### src/rtl/fft_input_reorder.sv
// rtl/fft_input_reorder.sv - 8-point FFT input reorder buffer feeding stage-1 butterflies
//
// Collects a frame of 8 complex samples x0..x7 in arrival order and emits four
// butterfly operand pairs in bit-reversed order: (x0,x4), (x2,x6), (x1,x5), (x3,x7).
// Samples pass bit-exact.
//
// Ports:
//   clk, rst           rising-edge clock, asynchronous active-high reset
//   in_valid/in_ready  input sample handshake, sample on in_re/in_im (W bits each)
//   out_valid/out_ready butterfly pair handshake
//   a_re/a_im/b_re/b_im registered operands a and b of the current pair
//   out_idx            pair index within the frame (0..3)
//   frame_last         high with pair 3
//
// Build option FFT_PINGPONG_EN: two 8-entry banks, the next frame loads while the
// current one emits, and consecutive frames emit without an out_valid bubble.
// Without it a single bank is used and input is refused while emitting.

module fft_input_reorder #(
   parameter int W = 32
) (
   input  logic         clk,
   input  logic         rst,
   input  logic         in_valid,
   output logic         in_ready,
   input  logic [W-1:0] in_re,
   input  logic [W-1:0] in_im,
   output logic         out_valid,
   input  logic         out_ready,
   output logic [W-1:0] a_re,
   output logic [W-1:0] a_im,
   output logic [W-1:0] b_re,
   output logic [W-1:0] b_im,
   output logic [1:0]   out_idx,
   output logic         frame_last
);

   typedef enum logic {LOAD = 1'b0, EMIT = 1'b1} state_t;

`ifdef FFT_PINGPONG_EN
   localparam int AW = 4;
`else
   localparam int AW = 3;
`endif
   localparam int DEPTH = 1 << AW;

   state_t        state;
   logic [2:0]    count;
   logic [1:0]    pair_idx;
   logic [W-1:0]  mem_re [DEPTH];
   logic [W-1:0]  mem_im [DEPTH];

   logic          in_fire;
   logic          out_fire;
   logic          load_done;
   logic          last_pair;
   logic          swap_now;
   logic          load_pair;
   logic [1:0]    rd_pair;
   logic [AW-1:0] wr_addr;
   logic [AW-1:0] a_addr;
   logic [AW-1:0] b_addr;

   assign in_fire   = in_valid && in_ready;
   assign out_fire  = out_valid && out_ready;
   assign load_done = in_fire && (count == 3'd7);
   assign last_pair = (pair_idx == 2'd3);

   // Pair that goes into the output registers on the next load: the following
   // pair of the current frame, or pair 0 of a freshly completed frame.
   assign rd_pair = (state == EMIT && !last_pair) ? pair_idx + 2'd1 : 2'd0;

   // Pair k: a = x[bitrev3(2k)] = x[{0,k0,k1}], b = x[{1,k0,k1}].
`ifdef FFT_PINGPONG_EN
   logic load_bank;
   logic emit_bank;
   logic load_full;
   logic rd_bank;

   assign rd_bank  = (state == EMIT && !last_pair) ? emit_bank : load_bank;
   // The load bank may complete on the very edge pair 3 leaves; that still swaps.
   assign swap_now = (state == EMIT) && out_fire && last_pair && (load_full || load_done);
   assign wr_addr  = {load_bank, count};
   assign a_addr   = {rd_bank, 1'b0, rd_pair[0], rd_pair[1]};
   assign b_addr   = {rd_bank, 1'b1, rd_pair[0], rd_pair[1]};
`else
   assign swap_now = 1'b0;
   assign wr_addr  = count;
   assign a_addr   = {1'b0, rd_pair[0], rd_pair[1]};
   assign b_addr   = {1'b1, rd_pair[0], rd_pair[1]};
`endif

   assign load_pair = (state == LOAD && load_done) || (out_fire && (!last_pair || swap_now));

   // Sample storage needs no reset: the frame count alone decides what is valid.
   always_ff @(posedge clk) begin
      if (in_fire) begin
         mem_re[wr_addr] <= in_re;
         mem_im[wr_addr] <= in_im;
      end
   end

   // Pair 0 never reads x7, so loading it on the edge that writes x7 is safe.
   always_ff @(posedge clk or posedge rst) begin
      if (rst) begin
         a_re       <= '0;
         a_im       <= '0;
         b_re       <= '0;
         b_im       <= '0;
         out_idx    <= 2'd0;
         frame_last <= 1'b0;
      end else if (load_pair) begin
         a_re       <= mem_re[a_addr];
         a_im       <= mem_im[a_addr];
         b_re       <= mem_re[b_addr];
         b_im       <= mem_im[b_addr];
         out_idx    <= rd_pair;
         frame_last <= (rd_pair == 2'd3);
      end
   end

   always_ff @(posedge clk or posedge rst) begin
      if (rst) begin
         state     <= LOAD;
         count     <= 3'd0;
         pair_idx  <= 2'd0;
         out_valid <= 1'b0;
         in_ready  <= 1'b1;
`ifdef FFT_PINGPONG_EN
         load_bank <= 1'b0;
         emit_bank <= 1'b0;
         load_full <= 1'b0;
`endif
      end else begin
         case (state)
            LOAD: begin
               if (in_fire) begin
                  count <= count + 3'd1;
               end
               if (load_done) begin
                  state     <= EMIT;
                  out_valid <= 1'b1;
                  pair_idx  <= 2'd0;
`ifdef FFT_PINGPONG_EN
                  emit_bank <= load_bank;
                  load_bank <= ~load_bank;
`else
                  in_ready  <= 1'b0;
`endif
               end
            end
            EMIT: begin
`ifdef FFT_PINGPONG_EN
               if (in_fire) begin
                  count <= count + 3'd1;
               end
               if (load_done) begin
                  load_full <= 1'b1;
                  in_ready  <= 1'b0;
               end
`endif
               if (out_fire) begin
                  if (!last_pair) begin
                     pair_idx <= pair_idx + 2'd1;
                  end else begin
                     pair_idx <= 2'd0;
`ifdef FFT_PINGPONG_EN
                     // These override the load_full/in_ready updates above when
                     // the last sample and pair 3 cross on the same edge.
                     if (swap_now) begin
                        emit_bank <= load_bank;
                        load_bank <= ~load_bank;
                        load_full <= 1'b0;
                        in_ready  <= 1'b1;
                     end else begin
                        state     <= LOAD;
                        out_valid <= 1'b0;
                     end
`else
                     state     <= LOAD;
                     out_valid <= 1'b0;
                     count     <= 3'd0;
                     in_ready  <= 1'b1;
`endif
                  end
               end
            end
            default: state <= LOAD;
         endcase
      end
   end

endmodule

### config.mk
export PLATFORM = sky130hd
export DESIGN_NAME = fft_input_reorder
export DESIGN_NICKNAME = d
export VERILOG_FILES = /design/src/rtl/fft_input_reorder.sv
export SDC_FILE = /design/constraint.sdc
export NUM_CORES = 1
export LEC_CHECK = 0
export CAP_MARGIN = 40
export CORE_MARGIN = 2
export CORE_UTILIZATION = 40
export DETAILED_ROUTE_END_ITERATION = 12
export GPL_ROUTABILITY_DRIVEN = 0
export HOLD_SLACK_MARGIN = 0.08
export PLACE_DENSITY = 0.63
export SLEW_MARGIN = 20
export SYNTH_ARGS = -nofsm -noshare
export SYNTH_HDL_FRONTEND = slang
export SYNTH_SLANG_ARGS = --single-unit
### constraint.sdc
create_clock -name clk -period 7.5 [get_ports clk]
set_clock_uncertainty 0.2 [all_clocks]
set_input_delay 1.5 -clock clk [delete_from_list [all_inputs] [get_ports clk]]
set_output_delay 1.5 -clock clk [all_outputs]
set_load 0.05 [all_outputs]
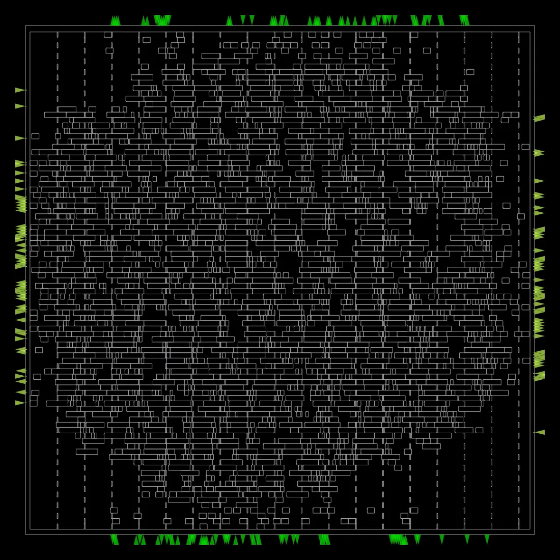
Fig. 1. Cell placement.
FP Rows: 93
number of fill cells in the layout: 5486
Layout Cells excl Fill: 3071

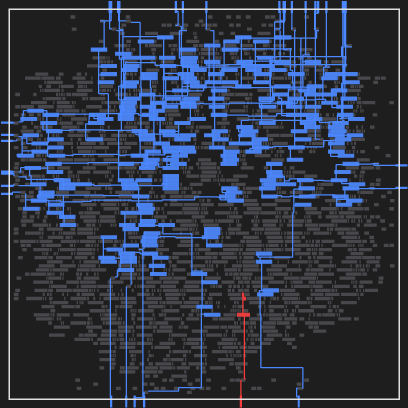
Fig. 2. Nets reached from selected ports.
(1.5 px per um)
in_im: in blue, bits 32, direction input, end cells 256, wire 5320 um. in_valid: in red, bits 1, direction input, end cells 3, wire 71.9 um.
Ports: 201
Port Buf Inserts: 200

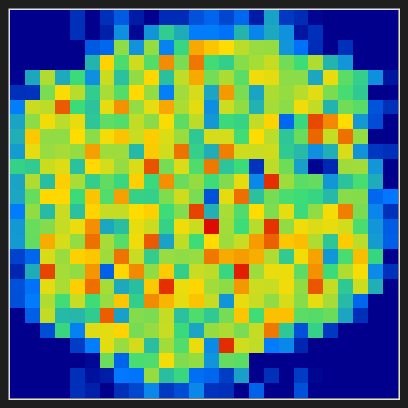
Fig. 3. Placement density heat map.
(1.5 px per um) The die is cut into 26 by 26 equal tiles; dark blue is low, red is high, 0 to 100% covered.
The fullest tile reaches 99%. 17% of the tiles are nearly empty. The emptiest ninth of the die: lower right. The mean over all tiles is 45%. 13% of the tiles are over 75% full.
fp util: 40.4%
core outline area: 64300 um^2
Layout Utilization: 48.1%

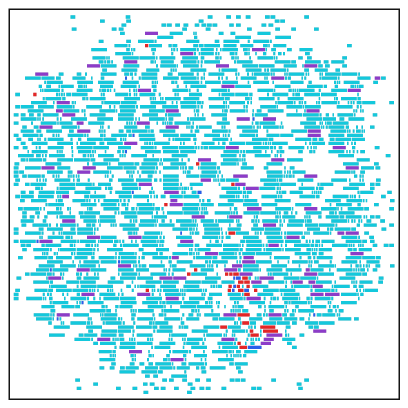
Fig. 4. Cell sizes after repair.
(1.5 px per um)
drive 2: in blue, cells 19. drive 6 and up: in purple, cells 97. drive 3 to 4: in red, cells 31. drive 1 or less: in cyan, cells 2069.
Area Overhead vs Synth: 19.1%
Buffers excl. clock: 231

==> ci_impl_report.md <==
### Yosys + OpenROAD results

| Metric | Value |
|---|---|
| Ys cells | 2004 |
| Grt met2 use | 33.6% |
| Combinational share of cell area | 19.8% |
| Number of gates resized after CTS | 0 |
| Worst Path Max Fanout | 188 |
| Total clock sinks | 651 |
| Hold endpoint | out_idx[0] |
| Clock buffer count from CTS | 69 |
| DRT Pass-1 Iters | 5 |
| Max-Cap Viols | 0 |
| Wire per inst | 22.2 um |
| Sequential share of power | 54.2% |
| Sw Share | 19.8% |
| Top cell area share | 59.1% |
| Fin crit share | 55.1% |
| Post-synth EDFFs | 512 |
| Ys flops | 651 |
| Die ar. | 67100 um^2 |
| Final hold viol count | 0 |
| Inverter count | 91 |
| CTS tree | yes |
| DR vias | 16700 |
| Tool warnings | 34 |
| Tmin final | 4.13 ns |
| Top cells by count | edfxtp_1, nand2_1, dfrtp_1, nand3_1, nor2_1 |
| Max Used Layer | met4 |
| Synth top cell by count | edfxtp_1 |
| CTS H-tree lvls | 3 |
| Leakage | 0.0109 uW |
| Unrepaired setup endpoints after global routing | false |
| Power Combinational | 101 uW |
| Hold Slack | 0.283 ns |
| Crit path to | b_im[30] |
| Share of layout cells above drive strength 1 | 6.63% |
| Peak Freq | 242 MHz |
| Number of cells in the design after placement | 2943 |
| Seq pwr | 3900 uW |
| Synth Flop Type | edfxtp_1 |
| CLK BUF | 96 |
| Total power | 7200 uW |
| Yosys warnings | 0 |
| Flop area | 18900 um^2 |
| Setup Viol. Count Final | 0 |
| Leading power group | sequential cells |
| Comb gate area | 6120 um^2 |
| Final WL | 68.0 mm |
| Flop share of the area | 60.9% |
| Largest cells by area after synthesis | edfxtp_1, dfrtp_1, nand2_1 |
| Cell area after synthesis | 26000 um^2 |
| Met2 WL post-DR | 33.3 mm |
| Yosys Chip Area | 26000 um^2 |
| Outcome | complete, no violations |
| Worst hold-check path type | reg2reg |
| Worst-Skew Late Latency | 0.59 ns |
| # hold bufs at CTS | 0 |
| Clock-cell share | 6.77% |
| Number of vias per cell | 5.44 |
| Global route overflow | 0 |
| Pin count of the biggest net entering global routing | 202 |
| P_int | 5770 uW |
| Clk buf depth | 3 |
| WS Path Type | reg2reg |
| Clk network pwr share | 44.4% |
| Hold Crit Depth | 2 |
| PwrDens | 232 nW/um^2 |
| First-pass GRT wire length | 104 mm |
| CTS clk-pin slew, worst paths | 0.06 ns |
| Worst Tran Pin Value | 1.14 ns |
| Root buf cell | clkbuf_16 |
| Flop count | 651 |
| Most Used Layer, Global Route | met2 |
| Total GRT Usage | 20.2% |
| Worst hold start | out_idx[0] |
| Metal3 WL | 3.98 mm |
| ANT cells | 0 |
| R2R Path Start | pair_idx[0] |
| Cells after Synth | 2004 |
| Die W | 259 um |
| GR Util met1 | 27.8% |
| Asr flop ratio synth | 21.4% |
| Vias in the first global route | 16800 |
| Final Slew Violations | 0 |
| Dpl hpwl | 38.6 mm |
| Synth area leader | edfxtp_1 |
| ANT nets after route | 0 |
| Largest class | flip-flops and latches |
| Reg-to-reg setup timing slack | 3.37 ns |
| Crit path launch type | flip-flop |
| Post-synth cell types | 34 |
| Post-DP Area | 28800 um^2 |
| Final WS setup | 3.37 ns |
| Tap cell count | 855 |
| Worst Path Arrival | 4.46 ns |
| Met3 GRT Util | 3.36% |
| Mi-comb count | 1120 |
| Starting DRT DRC Count | 1434 |
| Endpoint class of the critical path | flip-flop |
| Worst vdd ir | 0.000151 V |
| Worst r2r dst | b_im[30] |
| Power Clock | 3200 uW |
| Combinational power share | 1.4% |
| Reg2Reg Depth | 7 |
| NumNets Final | 2235 |
| Initial antenna violation count | 0 |
| Nets at Floorplan | 2075 |
| Psw | 1430 uW |
| CP startpoint | pair_idx[0] |
| DRC violations left | 0 |
| Worst slew margin | 24.1% |
| NonClk Buf Share | 8.00% |
| Dpl ws | 2.79 ns |
| Setup TNS | 0 ns |
| Crit path required time | 7.83 ns |
| Wl on met1 | 29.4 mm |
| Most frequent cells in the layout | edfxtp_1, nand2_1, clkdlybuf4s50_1 |
[worst max-delay path: stages, from the launching register on]
cell and delay, ns:
dfrtp_4 0.75, ha_1 0.53, nor2b_4 0.45, buf_4 0.60, buf_12 0.65, nand3_1 0.20, a21boi_1 0.22, o32a_1 0.16
[cells by family after synthesis]
| group | share of synthesized area [%] |
|---|---|
| simple gates | 11.1 |
| flops | 72.5 |
| compound gates | 12.0 |
| buf+inv | 4.25 |
| fa+ha+maj | 0.144 |
[registers in the layout (all words and copies together) (netlist names)]
name	flops
mem_re	256
b_re	32
state	1
count	3
frame_last	1
a_re	32
a_im	32
out_valid	1
mem_im	256
b_im	32
out_idx	2
in_ready	1
pair_idx	2
Power and IR drop assume default switching activity.
